==> config.mk <==
export PLATFORM = sky130hd
export DESIGN_NAME = uart_rx_ctrl
export DESIGN_NICKNAME = d
export VERILOG_FILES = /design/src/rtl/uart_pkg.sv /design/src/rtl/uart_byte_fifo.sv /design/src/rtl/uart_rx_ctrl.sv
export SDC_FILE = /design/constraint.sdc
export NUM_CORES = 1
export LEC_CHECK = 0
export ABC_CLOCK_PERIOD_IN_PS = 3300
export CAP_MARGIN = 25
export CORE_MARGIN = 3
export CORE_UTILIZATION = 58
export CTS_BUF_LIST = sky130_fd_sc_hd__clkbuf_8 sky130_fd_sc_hd__clkbuf_16
export DETAILED_ROUTE_END_ITERATION = 12
export HOLD_SLACK_MARGIN = 0.05
export MAX_ROUTING_LAYER = met4
export PLACE_DENSITY = 0.84
export SYNTH_ARGS = -nofsm -noshare
export SYNTH_HDL_FRONTEND = slang
export SYNTH_HIERARCHICAL = 1
export SYNTH_SLANG_ARGS = --single-unit
==> constraint.sdc <==
create_clock -name clk -period 3.3 [get_ports clk]
set_input_delay 0.66 -clock clk [delete_from_list [all_inputs] [get_ports clk]]
set_output_delay 0.66 -clock clk [all_outputs]
set_load 0.02 [all_outputs]
### Signal wires on met2, run 1

Drawn at 3 px/micron.
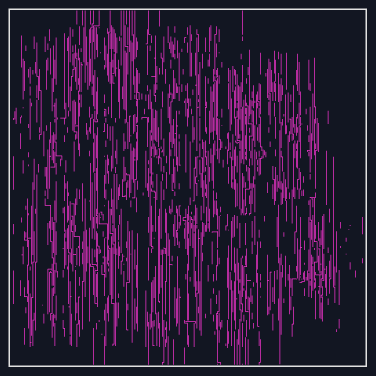
share of all routed wire: 49%
longest straight run: 43.3 microns
wire length on this layer: 7,730 microns
Vias: 4,730
total routed wirelength: 15,800 microns

### Placement density heat map, run 1

Drawn at 3 px/micron. The die is cut into 12 by 12 equal tiles; black is low, pale yellow is high, 0 to 100% covered.
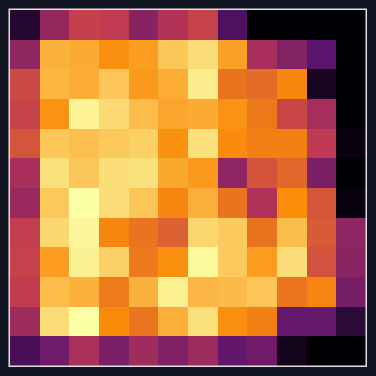
emptiest ninth of the die: north-east
mean over tiles: 61%
nearly empty tiles: 6.9%
core area: 12,200 sq um
Floorplan Utilization: 60.1%
final core utilization: 72.2%

### Sequential cells grouped by signal name, run 1

Drawn at 3 px/micron. Other sequential cells in the stronger grey, the rest of the logic in the fainter grey.
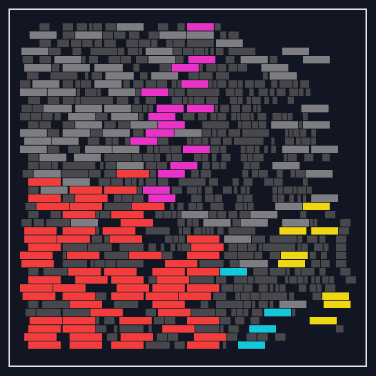
[u_fifo/mem] red | placed flops: 64
[tgt] magenta | placed flops: 16
[u_fifo/level] cyan | placed flops: 4
[drop_cnt] yellow | placed flops: 8
not coloured: 65
FF/Latch Area: 4260 sq um
P_seq: 2.68 mW

==> deck_impl_summary.md, run 1 <==
Physical Implementation Snapshot

Place
  – Placed Area: 8200 sq um
  – Hpwl dp: 10,300 microns
  – Setup slack at placement: 283 ps
  – Placed Cells: 771

GRT
  – Largest net degree at the start of global routing: 52
  – GRT overflow: 0
  – GRT Resource Usage Total: between 20 and 25%
  – Initial antenna violation count: 0
  – Vias in the first global route: 4,998

Logic synthesis
  – Number of library cell types mapped by synthesis: 63
  – Main synth FF type: dfrtp_1
  – Post-synthesis sequential area ratio: between 50% and 60%
  – Post-synth top area cell: dfrtp_1
  – Mux frac, synth: between 10% and 20%
  – Top-area cell share: roughly 30%
  – Avg Inst Size Synth: 13.4 sq um
  – Syn Nets: 589
  – Yosys cell count: 546
  – Most common cell in the netlist: dfrtp_1
  – Syn Inst Count: 546

Cells and area
  – MI comb area: a little under 3000 sq um
  – Most frequent cells in the layout: dfrtp_1, edfxtp_1, clkdlybuf4s50_1, mux2i_1, mux2_2
  – Fin cells: 803
  – # fillers: between 800 and 900
  – Fraction of layout cells with a size suffix above 1: 20.9%
  – Antenna diode count: 0
  – P&R area growth vs syn: 20.1%
  – Most frequent logic cell in the layout: dfrtp_1

Timing
  – Worst setup margin: 182 ps
  – Clock Skew: 9.61 ps
  – Min Tclk post-route: 3120 ps
  – Minimum hold slack: roughly 250 ps
  – Post-layout period usage: 94.5%
  – Final Max Tran Viols: 0

Clock network
  – Clock Latency Late Sink: 430 ps
  – CTS Buffer Depth: 2
  – TritonCTS clock tree: built
  – H-tree levels: 4

Die
  – Chip Height: between 100 and 150 microns
  – Chip area: 14,000 sq um

Detailed routing
  – Via density per instance: 5.89
  – WL/cell: 19.6 microns
  – First-pass DRT Iterations: 5

Job
  – Max-cap viol count: 0
  – Number of warnings in the stage logs: 27

Critical path
  – R2R Setup Slk: around 190 ps
  – Crit path DRT: 2640 ps
  – Worst Setup Start Kind: flop
  – Worst r2r path cells: 9
  – Max FO, Critical Path: 18
  – CP endpoint kind: primary output

Status
  – Status: finished clean

Power
  – Pint: 4.49 mW
  – Total power: 6.44 mW
  – Leakage: between 3 and 4 nW
## run 1: metal layers
layer	routed length, microns	GRT usage [%]
met5	0	-
met4	357	9.12
met3	875	5.89
met2	7730	37.3
met1	6810	31.7
## run 1: cell type report
type	instances	area share (%)
timing repair buffer	84	8.88
clock buffer	17	4.82
multi-input combinational	348	32.8
sequential	157	48.3
clock inverter	15	2.21
inverter	14	0.652
tap	168	2.38
## run 1: power groups by stage
stage	Combinational [mW]	Sequential, mW	Clock, mW
global placement	1.65	2.67	0
finish	1.72	2.68	2.04
floorplan	1.17	2.58	0
global route	1.86	2.72	2.16
detailed placement	1.71	2.70	0
CTS	1.74	2.67	2.08
## run 1: critical path, stage by stage (launching register included)
cell             delay (ps)
dfrtp_1                 330
buf_4                   320
mux4_2                  570
mux2i_1                 180
nor2_1                   80
clkdlybuf4s50_1         540
==> run 2, diff against run 1 <==
--- a/config.mk
+++ b/config.mk
@@ -8,5 +8,5 @@
 export ABC_CLOCK_PERIOD_IN_PS = 3300
 export CAP_MARGIN = 25
-export CORE_MARGIN = 3
+export CORE_MARGIN = 2
 export CORE_UTILIZATION = 58
 export CTS_BUF_LIST = sky130_fd_sc_hd__clkbuf_8 sky130_fd_sc_hd__clkbuf_16
==> constraint.sdc (replaced) <==
create_clock -name clk -period 3.3 [get_ports clk]
set_input_delay 0.66 -clock clk [delete_from_list [all_inputs] [get_ports clk]]
set_output_delay 0.66 -clock clk [all_outputs]
set_load 0.05 [all_outputs]
### Signal wires on met2, run 2

Drawn at 3 px/micron.
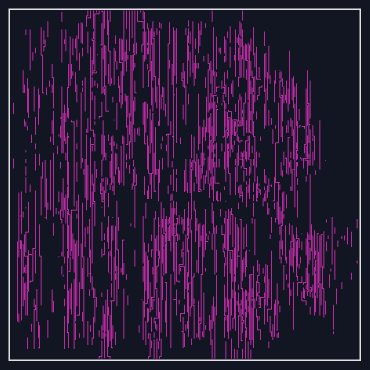
share of all routed wire: 50%
main direction: vertical
Vias: 4,641
total routed wirelength: 15,000 microns
met2 usage: 38.1%

### PDN straps and rails, run 2

Drawn at 3 px/micron. Pins as bars on the die edge.
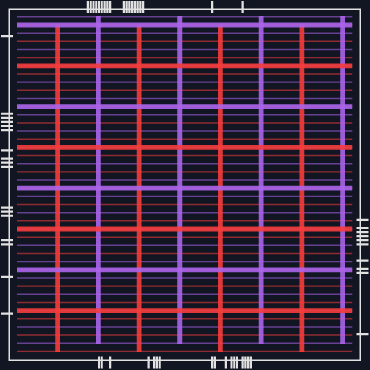
[VSS] red
[VDD] purple
signal pins: 63
met5 straps: 8
rows: 41
met1 rails: 42
met4 straps: 8
VDD IR max: 742 uV
core area: 12,500 sq um

==> run 2 against run 1 <==
Setup slack improved by 26 ps; highest routed layer unchanged; cell area decreased by 0.27%; final cell count unchanged; core utilization decreased by 1.7 points; count of clock-buffer cells in the layout unchanged; global-route usage increased by 0.53 points; synthesized area unchanged; flip-flop count unchanged; critical endpoint is now tgt[15]$_DFFE_PN0P_; largest cell class unchanged.
==> deck_impl_summary.md, run 2 <==
Physical Implementation Snapshot

Status
  – Status: finished clean

GRT
  – Met3 global-route usage: 5.92%
  – Largest net degree at the start of global routing: 54
  – GRT Resource Usage Total: between 20 and 25%
  – Met1 usage: 33.1%
  – GRT overflow: 0
  – Vias in the first global route: 4,769
  – Initial antenna violation count: 0
  – GR peak layer: met2

Timing
  – Min Tclk post-route: 3090 ps
  – Minimum hold slack: 204 ps
  – Post-layout period usage: 93.7%
  – Worst setup margin: between 200 and 250 ps
  – Slew margin rel.: approximately 48%
  – TNS Setup: 0 ps
  – Clock Skew: 7.21 ps

Clock network
  – Clock Latency Late Sink: approximately 440 ps
  – Cell at the root of the clock tree: clkbuf_16
  – H-tree levels: 4
  – CTS Buf Count: 17
  – CTS Buffer Depth: 2
  – TritonCTS clock tree: built

Logic synthesis
  – Number of library cell types mapped by synthesis: approximately 63
  – Syn Nets: 589
  – Avg Inst Size Synth: 13.4 sq um
  – Post-synthesis sequential area ratio: 57.9%
  – Most common cell in the netlist: dfrtp_1
  – Syn Inst Count: 546
  – Async S/R FF share, synth: 59.2%
  – Yosys cell count: around 550
  – Post-synth top area cell: dfrtp_1
  – Top-area cell share: approximately 30%
  – Main synth FF type: dfrtp_1
  – Count of library flops with an enable pin: 64

Critical path
  – Worst r2r path cells: 8
  – Buffers and inverters on the worst path: 2
  – Critical path cell sequence: or4_1 > or3_1 > a2111oi_1 > o22ai_1 > a2111oi_4 > buf_4 > buf_12 > mux2i_1
  – Max FO, Critical Path: 14
  – CP delay by family, top: simple AND/OR/NAND/NOR gates
  – CP peak stage delay: 610 ps
  – CP endpoint kind: flop
  – R2R Setup Slk: 210 ps
  – Worst Setup Start Kind: flop
  – Crit path DRT: 3650 ps
  – Crit. path cell count: 8
  – Slowest CP cell: or4_1

Power
  – Comb pwr share: ~30%
  – Leakage: between 3 and 4 nW
  – Total power: 6.69 mW
  – Comb pwr: 1.98 mW
  – Pint: 4.34 mW
  – Sequential share of power: 39.9%
  – P_seq: 2.67 mW
  – Clock group: slightly above 2 mW

Detailed routing
  – Met2 wire len: 7450 microns
  – Max Used Layer: met4
  – Via density per instance: 5.78
  – Metal-1 WL: 6720 microns
  – WL/cell: between 15 and 20 microns
  – Routed length on met3: about 660 microns
  – ANT nets after route: 0
  – First-pass DRT Iterations: 5

Cells and area
  – Antenna diode count: 0
  – Most frequent cells in the layout: dfrtp_1, edfxtp_1, clkdlybuf4s50_1, mux2i_1, mux2_2
  – P&R area growth vs syn: 19.8%
  – Fin cells: roughly 800
  – Most frequent logic cell in the layout: dfrtp_1
  – Final core utilization: 70.6%
  – Fraction of layout cells with a size suffix above 1: 22.3%

Min path
  – Path category of the worst min-delay check: input pin to asynchronous set/reset pin

Place
  – Placed Cells: 769
  – Hpwl dp: 9890 microns
  – Placed Area: 8160 sq um
  – Setup slack at placement: 65.2 ps

Die
  – Chip area: 13,600 sq um
  – Chip Height: approximately 120 microns
  – Floorplan Utilization: 58.9%
  – # IOs: roughly 63

Job
  – Number of warnings in the stage logs: 27
## run 2: cell counts after synthesis
No cell type changed its count.
## run 2: cell type report
class / count / area, sq um
tap: 172 / 215
sequential: 157 / 4260
inverter: 14 / 57.6
clock inverter: 15 / 196
clock buffer: 17 / 425
fill: 830 / 3670
multi-input combinational: 348 / 2890
timing repair buffer: 80 / 753
## run 2: cell families (layout without fill, tap and decap cells)
logic type | count (synthesis) | count (layout) | share of synthesized area, %
flops | 157 | 157 | 57.9
simple gates | 148 | 148 | 11.4
mux | 96 | 96 | 16.5
compound gates | 55 | 55 | 5.15
xor+xnor | 41 | 41 | 4.89
buf+inv | 41 | 126 | 2.69
fa+ha+maj | 8 | 8 | 1.36
## run 2: what timing repair did
item,CTS,global route
hold buffers,0,0
setup buffers,0,2
resized,0,1
setup endpoints to repair,0,30
Power and IR drop assume default switching activity.
